--- src/rtl/led_code_scheduler.sv ---
// Round-robin owner of a single status LED: each granted requester gets its
// blink code played (CODE pulses, then a dark gap), followed by a 1-cycle ack.
module led_code_scheduler #(
    parameter int NUM_REQ   = 4,
    parameter int CODE_W    = 4,
    parameter int TICK_DIV  = 16_000_000,
    parameter int GAP_TICKS = 6
) (
    input  logic                        clk_128M,
    input  logic                        rst,
    input  logic [NUM_REQ-1:0]          req,
    input  logic [NUM_REQ*CODE_W-1:0]   code,
    output logic [NUM_REQ-1:0]          ack,
    output logic                        busy,
    output logic [$clog2(NUM_REQ)-1:0]  grant_id,
    output logic                        led
);

    localparam int IW = $clog2(NUM_REQ);
    localparam int PW = $clog2(TICK_DIV);
    localparam int GW = $clog2(GAP_TICKS + 1);
    localparam logic [PW-1:0] PS_LAST  = PW'(TICK_DIV - 1);
    localparam logic [GW-1:0] GAP_LAST = GW'(GAP_TICKS - 1);

    typedef enum logic [2:0] {S_IDLE, S_ON, S_OFF, S_GAP, S_DONE} state_t;

    state_t              r_state, w_state_nxt;
    logic [PW-1:0]       r_ps;
    logic [GW-1:0]       r_gap;
    logic [CODE_W-1:0]   r_cnt;
    logic [IW-1:0]       r_ptr;
    logic [IW-1:0]       r_grant_id;
    logic [NUM_REQ-1:0]  r_ack;
    logic                r_busy;
    logic                r_led;

    logic [CODE_W-1:0]   w_codes [NUM_REQ];
    logic [IW-1:0]       w_pick;
    logic [IW-1:0]       w_ack_id;
    logic                w_any;
    logic                w_tick_end;
    logic                w_gap_end;

    for (genvar g = 0; g < NUM_REQ; g++) begin : g_code
        assign w_codes[g] = code[g*CODE_W +: CODE_W];
    end

    // First requester after the last granted one, wrapping around.
    function automatic logic [IW-1:0] f_rr_pick(input logic [NUM_REQ-1:0] r,
                                                input logic [IW-1:0] p);
        logic [IW-1:0] sel;
        logic [IW-1:0] k;
        logic          found;
        sel   = '0;
        found = 1'b0;
        for (int i = 1; i <= NUM_REQ; i++) begin
            k = IW'((int'(p) + i) % NUM_REQ);
            if (!found && r[k]) begin
                found = 1'b1;
                sel   = k;
            end
        end
        return sel;
    endfunction

    assign w_pick     = f_rr_pick(req, r_ptr);
    assign w_any      = |req;
    assign w_tick_end = (r_ps == PS_LAST);
    assign w_gap_end  = (r_gap == GAP_LAST);
    // A zero-length code goes straight to DONE, so the ack target is the new pick.
    assign w_ack_id   = (r_state == S_IDLE) ? w_pick : r_grant_id;

    always_comb begin
        w_state_nxt = r_state;
        case (r_state)
            S_IDLE: if (w_any) w_state_nxt = (w_codes[w_pick] != '0) ? S_ON : S_DONE;
            S_ON:   if (w_tick_end) w_state_nxt = S_OFF;
            S_OFF:  if (w_tick_end) w_state_nxt = (r_cnt != '0) ? S_ON : S_GAP;
            S_GAP:  if (w_tick_end && w_gap_end) w_state_nxt = S_DONE;
            S_DONE: w_state_nxt = S_IDLE;
            default: w_state_nxt = S_IDLE;
        endcase
    end

    always_ff @(posedge clk_128M or posedge rst) begin
        if (rst) r_state <= S_IDLE;
        else     r_state <= w_state_nxt;
    end

    // Outputs are registered from the next state so the LED and ack line up
    // with the state they belong to.
    always_ff @(posedge clk_128M or posedge rst) begin
        if (rst) begin
            r_ps       <= '0;
            r_gap      <= '0;
            r_cnt      <= '0;
            r_ptr      <= IW'(NUM_REQ - 1);
            r_grant_id <= '0;
            r_ack      <= '0;
            r_busy     <= 1'b0;
            r_led      <= 1'b0;
        end else begin
            r_led  <= (w_state_nxt == S_ON);
            r_busy <= (w_state_nxt != S_IDLE);
            r_ack  <= '0;
            if (w_state_nxt == S_DONE) r_ack[w_ack_id] <= 1'b1;

            if (w_state_nxt != r_state)
                r_ps <= '0;
            else if (r_state == S_ON || r_state == S_OFF || r_state == S_GAP)
                r_ps <= w_tick_end ? '0 : r_ps + 1'b1;

            if (w_state_nxt != S_GAP)
                r_gap <= '0;
            else if (r_state == S_GAP && w_tick_end)
                r_gap <= r_gap + 1'b1;

            if (r_state == S_IDLE && w_any) begin
                r_cnt      <= w_codes[w_pick];
                r_grant_id <= w_pick;
                r_ptr      <= w_pick;
            end else if (r_state == S_ON && w_tick_end) begin
                r_cnt <= r_cnt - 1'b1;
            end
        end
    end

    assign ack      = r_ack;
    assign busy     = r_busy;
    assign grant_id = r_grant_id;
    assign led      = r_led;

endmodule

--- config.mk ---
export PLATFORM = sky130hd
export DESIGN_NAME = led_code_scheduler
export DESIGN_NICKNAME = d
export VERILOG_FILES = /design/src/rtl/led_code_scheduler.sv
export SDC_FILE = /design/constraint.sdc
export NUM_CORES = 1
export LEC_CHECK = 0
export ABC_AREA = 0
export CAP_MARGIN = 20
export CORE_MARGIN = 2
export CORE_UTILIZATION = 50
export CTS_CLUSTER_DIAMETER = 30
export DETAILED_ROUTE_END_ITERATION = 8
export GPL_ROUTABILITY_DRIVEN = 0
export PLACE_DENSITY = 0.76
export SYNTH_ARGS = -nofsm -noshare
export SYNTH_HDL_FRONTEND = slang
export SYNTH_SLANG_ARGS = --single-unit
--- constraint.sdc ---
create_clock -name clk_128M -period 2.3 [get_ports clk_128M]
set_clock_uncertainty 0.15 [all_clocks]
set_input_delay 0.345 -clock clk_128M [delete_from_list [all_inputs] [get_ports clk_128M]]
set_output_delay 0.345 -clock clk_128M [all_outputs]
set_load 0.01 [all_outputs]
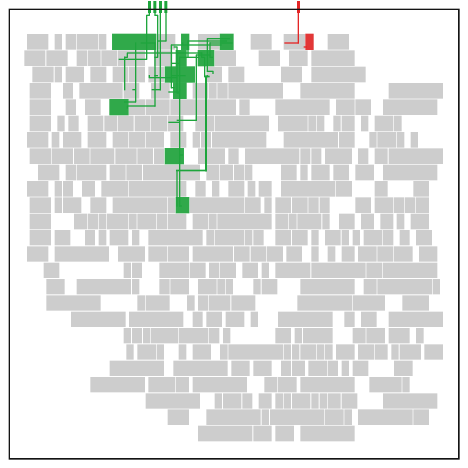
Fig. 1. Nets reached from selected ports.
Scale: 6 px per um.
- `req`: green (bits 4; direction input; edge north; end cells 11; wire 231 um)
- `rst`: red (bits 1; direction input; edge north; end cells 1; wire 8.00 um)

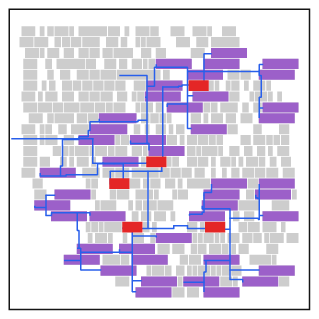
Fig. 2. Routed clock nets over the placement.
Scale: 4 px per um.
- flip-flops: purple (count 44)
- clock drivers: red (count 5)
- clock wires: blue (length 484 um)
- flops lie: all over the die
clk pwr: 0.000559 W
clk latency late pin: 0.29 ns

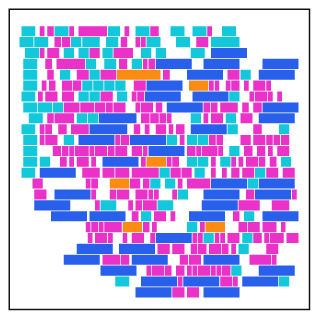
Fig. 3. Cells coloured by class.
Scale: 4 px per um.
- combinational and other logic: magenta (cells 218)
- clock drivers and dummy loads: orange (cells 6)
- remaining buffers and delay cells: cyan (cells 83)
- sequential cells: blue (cells 44)

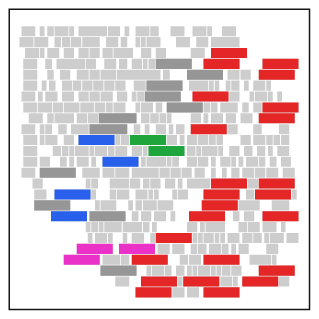
Fig. 4. Sequential cells grouped by signal name.
Scale: 4 px per um. Other sequential cells in the stronger grey, the rest of the logic in the fainter grey.
- `r_cnt`: blue (flops 4; where west)
- `r_ps`: red (flops 24)
- `r_gap`: magenta (flops 3)
- `grant_id`: green (flops 2)
- not coloured: 11
FF+latch area: 1100 um^2
final core utilization: 71.6%
Seq power: 0.00103 W

==> Slide: Implementation Results <==
Synthesis and Place & Route Summary

Drt
  – Met1 Wirelength: approximately 2.6 mm
  – Met2 WL: approximately 3.0 mm
  – Post-DRT Antenna Nets: 0
  – Highest Signal Layer: met4

Synthesis
  – Cells after Synth: between 200 and 300
  – Cell taking the most area after synthesis: dfrtp_1
  – Top cells by area: dfrtp_1 (42%), xor2_1 (7.4%), nor2_1 (5.6%)
  – Flops & latches, synth: 44
  – Mapped Avg Cell Area: about 9 um^2
  – Top non-seq family: simple AND/OR/NAND/NOR gates
  – Synth top cells by count: dfrtp_1 (42), nor2_1 (37), nand2_1 (33)
  – Yosys aoi share: between 10% and 20%
  – Synthesized net count: a little under 300
  – Ys cells: between 200 and 300

Floorplan
  – Core Region: ~4800 um^2
  – Die area: about 5600 um^2
  – Number of core rows: 25
  – Num ports: 30
  – Die H: 74.7 um
  – Pre-Place Util: between 50% and 60%

Pwr
  – Maximum VDD drop: roughly 0.50 mV
  – P per Cell Area: between 800 and 900 nW/um^2
  – Clock network power share: approximately a fifth
  – Switching share of power: roughly 33%

Clocking
  – Num CTS Buffers: 5
  – Clk slew on worst S/H paths: ~0.080 ns
  – Clk sink count: approximately 44

Final timing
  – Final hold violation count: 0
  – Fin. max-slew vios: 0
  – Slew @ Worst Pin: around 0.53 ns
  – Worst hold slack: about 0.23 ns
  – Setup ws final: -0.0230 ns
  – Fin crit share: 101%
  – # setup viols final: 3
  – Fmax: ~0.43 GHz

Layout
  – Area Overhead vs Synth: 36.4%
  – Comb gate area: 1380 um^2
  – Diode count: 0

Outcome
  – Failing checks: negative setup slack
  – Status: finished with violations

Worst setup path
  – Worst R2R End: ack[3]
  – CP arrival: 2.39 ns
  – Crit path capture: ack[3]
  – Critical path class: reg -> reg
  – Reg2Reg Depth: 7
  – CP Launch Type: flip-flop

Place
  – Placed instance area: between 3000 and 4000 um^2

Global routing
  – Gr usage total: 21.6%
  – Global-route wire length before repair: about 9.3 mm
  – M3 GR Usage: under 10%
  – GR Overflow Total: 0
  – Initial antenna violation count: 0

Job
  – OpenROAD warning count: 29
cell usage in the layout (no fill, tap or decap), types with 3 or more instances in the layout:
cell	netlist	final
o21ai_0	7	5
clkbuf_8	0	5
a21oi_1	16	15
a22o_1	5	5
ha_1	5	5
nand4_1	8	8
nand3_1	14	14
nand2_1	33	33
and2_1	4	4
nor2_1	37	37
buf_4	1	51
dlygate4sd2_1	0	3
inv_1	6	5
a31oi_1	5	5
xor2_1	21	21
a21o_1	7	7
xnor2_1	4	4
nor3_1	4	4
clkdlybuf4s50_1	0	25
dfrtp_1	42	42
worst max-delay path, delay by kind of cell, from the launching register on:
family             cells  cell delay [ns]
and+or+nand+nor        3             0.72
AOI/OAI and AO/OA      4             0.81
DFF                    1             0.56
sequential cells by signal (all words and copies together), names as in the netlist:
name      cells
r_cnt         4
led           1
r_ptr         2
ack           4
r_ps         24
r_gap         3
busy          1
grant_id      2
r_state       3
how the worst min path moves through the flow:
| stage | depth (start not counted) | endpoint | start |
|---|---|---|---|
| after global placement | 2 | r_ptr[0] | r_ptr[0] |
| after CTS | 3 | r_ps[4] | rst |
| final | 3 | ack[2] | rst |
| after floorplan | 2 | r_ptr[0] | r_ptr[0] |
| after global routing | 3 | r_ps[4] | rst |
| after detailed placement | 2 | r_ptr[0] | r_ptr[0] |
cell type report:
type / count / share of cell area, %
Clock inverter: 1 / 0.882
Timing Repair Buffer: 83 / 21.0
Sequential cell: 44 / 32.4
Clock buffer: 5 / 2.02
Inverter: 6 / 0.661
Tap cell: 67 / 2.46
Multi-Input combinational cell: 212 / 40.6
repair_timing:
item,in CTS,in global routing
pin swaps,5,20
resized,9,14
setup endpoints to repair,8,27
endpoints found under the hold margin,0,0
buffers inserted,4,1
hold buffers,0,0
Power is estimated from default activity; no workload was simulated.
